===== src/rtl/uart_pkg.sv =====
// Shared definitions for the UART transmit FIFO: default depth and the
// sender FSM state encoding.
package uart_pkg;

   localparam int UART_FIFO_DEPTH  = 16;
   localparam int UART_FIFO_ADDR_W = 4;
   localparam int UART_BYTE_W      = 8;

   typedef logic [1:0] tx_state_t;

   localparam tx_state_t ST_IDLE  = 2'd0;
   localparam tx_state_t ST_SEND  = 2'd1;
   localparam tx_state_t ST_GUARD = 2'd2;
   localparam tx_state_t ST_WAIT  = 2'd3;

endpackage


===== src/rtl/fifo_ram.sv =====
// Simple dual-port storage: one synchronous write port and one read port
// with a registered address, so the array maps onto block RAM.
module fifo_ram #(
   parameter int P_DEPTH  = 16,
   parameter int P_ADDR_W = 4,
   parameter int P_DATA_W = 8
) (
   input  logic                clk,
   input  logic                wr_en,
   input  logic [P_ADDR_W-1:0] wr_addr,
   input  logic [P_DATA_W-1:0] wr_data,
   input  logic [P_ADDR_W-1:0] rd_addr,
   output logic [P_DATA_W-1:0] rd_data
);

   logic [P_DATA_W-1:0] mem_q [P_DEPTH];
   logic [P_ADDR_W-1:0] rd_addr_q;

   always_ff @(posedge clk) begin
      if (wr_en) begin
         mem_q[wr_addr] <= wr_data;
      end
      rd_addr_q <= rd_addr;
   end

   assign rd_data = mem_q[rd_addr_q];

endmodule


===== src/rtl/uart_tx_fifo.sv =====
// Byte FIFO feeding a UART transmitter: queues writes in a circular buffer
// and hands bytes one at a time to the transmitter with a send/guard/wait FSM.
module uart_tx_fifo
   import uart_pkg::*;
#(
   parameter int P_DEPTH  = UART_FIFO_DEPTH,
   parameter int P_ADDR_W = UART_FIFO_ADDR_W
) (
   input  logic                CLK,
   input  logic                RESET,
   input  logic [7:0]          WR_DATA,
   input  logic                WR_EN,
   input  logic                FLUSH,
   output logic                FULL,
   output logic                EMPTY,
   output logic [P_ADDR_W:0]   COUNT,
   output logic                OVERFLOW,
   output logic [7:0]          TX_DATA,
   output logic                TX_DATA_EN,
   input  logic                TX_BUSY
);

   localparam logic [P_ADDR_W:0] DEPTH_CNT = (P_ADDR_W+1)'(P_DEPTH);

   logic [P_ADDR_W-1:0] wr_ptr_q, wr_ptr_d;
   logic [P_ADDR_W-1:0] rd_ptr_q, rd_ptr_d;
   logic [P_ADDR_W:0]   count_q, count_d;
   logic                ovf_q, ovf_d;
   logic [7:0]          tx_data_q, tx_data_d;
   tx_state_t           state_q, state_d;

   logic                full, empty;
   logic                wr_acc, pop;
   logic [P_ADDR_W-1:0] ram_rd_addr;
   logic [7:0]          ram_rd_data;

   // The RAM address register tracks rd_ptr_d, so ram_rd_data is always the head byte.
   assign ram_rd_addr = RESET ? '0 : rd_ptr_d;

   fifo_ram #(
      .P_DEPTH  (P_DEPTH),
      .P_ADDR_W (P_ADDR_W),
      .P_DATA_W (8)
   ) u_ram (
      .clk     (CLK),
      .wr_en   (wr_acc),
      .wr_addr (wr_ptr_q),
      .wr_data (WR_DATA),
      .rd_addr (ram_rd_addr),
      .rd_data (ram_rd_data)
   );

   always_comb begin
      full   = (count_q == DEPTH_CNT);
      empty  = (count_q == '0);
      // FULL is judged on the registered count, so a pop in the same cycle does not free room.
      wr_acc = WR_EN & ~full & ~FLUSH;
      pop    = (state_q == ST_IDLE) & ~empty & ~TX_BUSY & ~FLUSH;
   end

   always_comb begin
      wr_ptr_d  = wr_ptr_q;
      rd_ptr_d  = rd_ptr_q;
      count_d   = count_q;
      ovf_d     = ovf_q;
      tx_data_d = tx_data_q;
      state_d   = state_q;

      if (FLUSH) begin
         wr_ptr_d = '0;
         rd_ptr_d = '0;
         count_d  = '0;
         ovf_d    = 1'b0;
      end else begin
         if (wr_acc) begin
            wr_ptr_d = wr_ptr_q + P_ADDR_W'(1);
         end
         if (pop) begin
            rd_ptr_d = rd_ptr_q + P_ADDR_W'(1);
         end
         unique case ({wr_acc, pop})
            2'b10:   count_d = count_q + (P_ADDR_W+1)'(1);
            2'b01:   count_d = count_q - (P_ADDR_W+1)'(1);
            default: count_d = count_q;
         endcase
         if (WR_EN && full) begin
            ovf_d = 1'b1;
         end
      end

      if (pop) begin
         tx_data_d = ram_rd_data;
      end

      // A flush never aborts the byte already handed to the transmitter.
      unique case (state_q)
         ST_IDLE:  if (pop) state_d = ST_SEND;
         ST_SEND:  state_d = ST_GUARD;
         ST_GUARD: state_d = ST_WAIT;
         ST_WAIT:  if (!TX_BUSY) state_d = ST_IDLE;
         default:  state_d = ST_IDLE;
      endcase
   end

   always_ff @(posedge CLK) begin
      if (RESET) begin
         wr_ptr_q  <= '0;
         rd_ptr_q  <= '0;
         count_q   <= '0;
         ovf_q     <= 1'b0;
         tx_data_q <= 8'h00;
         state_q   <= ST_IDLE;
      end else begin
         wr_ptr_q  <= wr_ptr_d;
         rd_ptr_q  <= rd_ptr_d;
         count_q   <= count_d;
         ovf_q     <= ovf_d;
         tx_data_q <= tx_data_d;
         state_q   <= state_d;
      end
   end

   assign FULL       = full;
   assign EMPTY      = empty;
   assign COUNT      = count_q;
   assign OVERFLOW   = ovf_q;
   assign TX_DATA    = tx_data_q;
   assign TX_DATA_EN = (state_q == ST_SEND);

endmodule


===== config.mk =====
export PLATFORM = sky130hd
export DESIGN_NAME = uart_tx_fifo
export DESIGN_NICKNAME = d
export VERILOG_FILES = /design/src/rtl/uart_pkg.sv /design/src/rtl/fifo_ram.sv /design/src/rtl/uart_tx_fifo.sv
export SDC_FILE = /design/constraint.sdc
export NUM_CORES = 1
export LEC_CHECK = 0
export CAP_MARGIN = 10
export CORE_MARGIN = 2
export CORE_UTILIZATION = 64
export DETAILED_ROUTE_END_ITERATION = 12
export PLACE_DENSITY = 0.84
export SYNTH_ARGS = -nofsm -noshare
export SYNTH_HDL_FRONTEND = slang
export SYNTH_SLANG_ARGS = --single-unit

===== constraint.sdc =====
create_clock -name CLK -period 5.89 [get_ports CLK]
set_input_delay 1.178 -clock CLK [delete_from_list [all_inputs] [get_ports CLK]]
set_output_delay 1.178 -clock CLK [all_outputs]
set_load 0.01 [all_outputs]

### The metal 1 layer

Supply wires on this layer in gray.
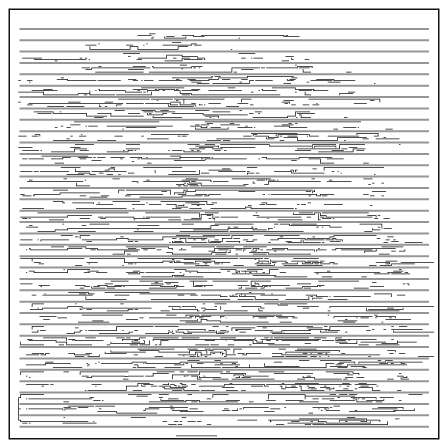
- main direction: horizontal
- share of all routed wire: 39%
- nets with wire on the layer: 416
Vias: 3490
total routed wirelength: 12540 um
met1 track utilization from global routing: 34.14%

### Met2 routing

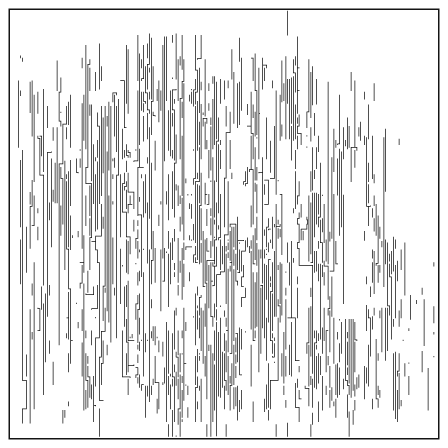
- share of all routed wire: 51%
- wire length on this layer: 6370 um
- nets with wire on the layer: 393

### M3 wires

Bar = 20 um.
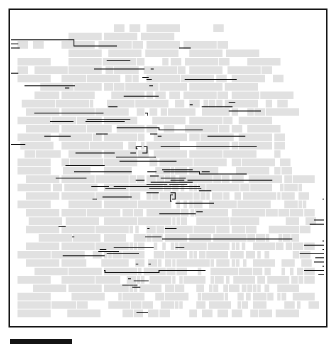
- nets with wire on the layer: 68
- longest straight run: 41.9 um

==> out/metrics.cfg <==
[clock_tree]
clk_path_buf_depth=2
cts.clk_slew.worst_paths_ns=0.07
clk_latency_ns=0.52
cts.repair_timing.setup_buffer_count=0

[floorplan]
die_width_um=102.4
die-height_um=102.4
num_io_pins=30
design.core.area_mm2=0.009328

[status]
status=completed

[layout]
comb.multi_input.count=200
fill_count=499
buf_share_pct=4.798
nClkBuffers=18
top_area_cell_class=sequential cells
flip_flop_count_of_the_largest_register_all_copies_and_words_added=128
nonClockBufferCount=36
final_area_mm2=0.007146

[logic_synthesis]
fp_nets=414
yosysCellCount=386
ys_types=39
ys_dominant_reg_cell=edfxtp_1
async_flop_share_pct=0
synthesis_warning_total=0

[power_and_ir_drop]
power.density_cell_area_mw_per_mm2=320.5
report.power.total_w=0.002290

[worst_hold_path]
hold_path_end=OVERFLOW
min_delay_path_depth=2
hold_class=register to register

[setup_path]
worst_path_dominant_cell_family=buffers and inverters
worstRegToRegCells=13
cells_along_the_critical_path=clkdlybuf4s50_1 > a2111oi_4 > buf_4 > ha_1 > inv_1 > fa_1 > nor2b_1 > o21ai_0 > nor4b_1 > or3_1 > a21oi_1
criticalPathCategory=input port to register
timing.critical_path.required_ns=6.35
crit_path_end_kind=register
cp_max_fo=21

[timing]
achievable-frequency_mhz=280.1
setup_ws_ns=2.320
worst_slew_margin_rel_pct=37.04
finalHoldViolCount=0

[place]
placement.setup.worst_slack_ns=1.832
standard_cell_area_after_detailed_placement_mm2=0.006589
portBuffers=29

[detailed_routing]
met3RoutedLength_um=787
met2_wirelength_um=6373
wirelength_met1_um=4945

[cell families (layout without fill, tap and decap cells)]
| kind of cell | count (synthesis) | after routing | synth area share, % |
|---|---|---|---|
| multiplexers | 50 | 50 | 11.48 |
| XOR/XNOR | 8 | 8 | 1.130 |
| buffers and inverters | 34 | 80 | 2.643 |
| flip-flops | 152 | 152 | 69.72 |
| AND-OR/OR-AND | 49 | 49 | 5.830 |
| AND/OR/NAND/NOR | 78 | 78 | 6.052 |
| adder cells (fa/ha/maj) | 15 | 15 | 3.147 |
[where the power goes]
group | switching, W | total, W | internal [W]
Sequential | 0.00000760 | 0.00118 | 0.00118
Clock | 0.000439 | 0.00101 | 0.000570
Combinational | 0.0000571 | 0.0000989 | 0.0000418
Power figures rest on the tool's default switching activity, not on a simulated workload.
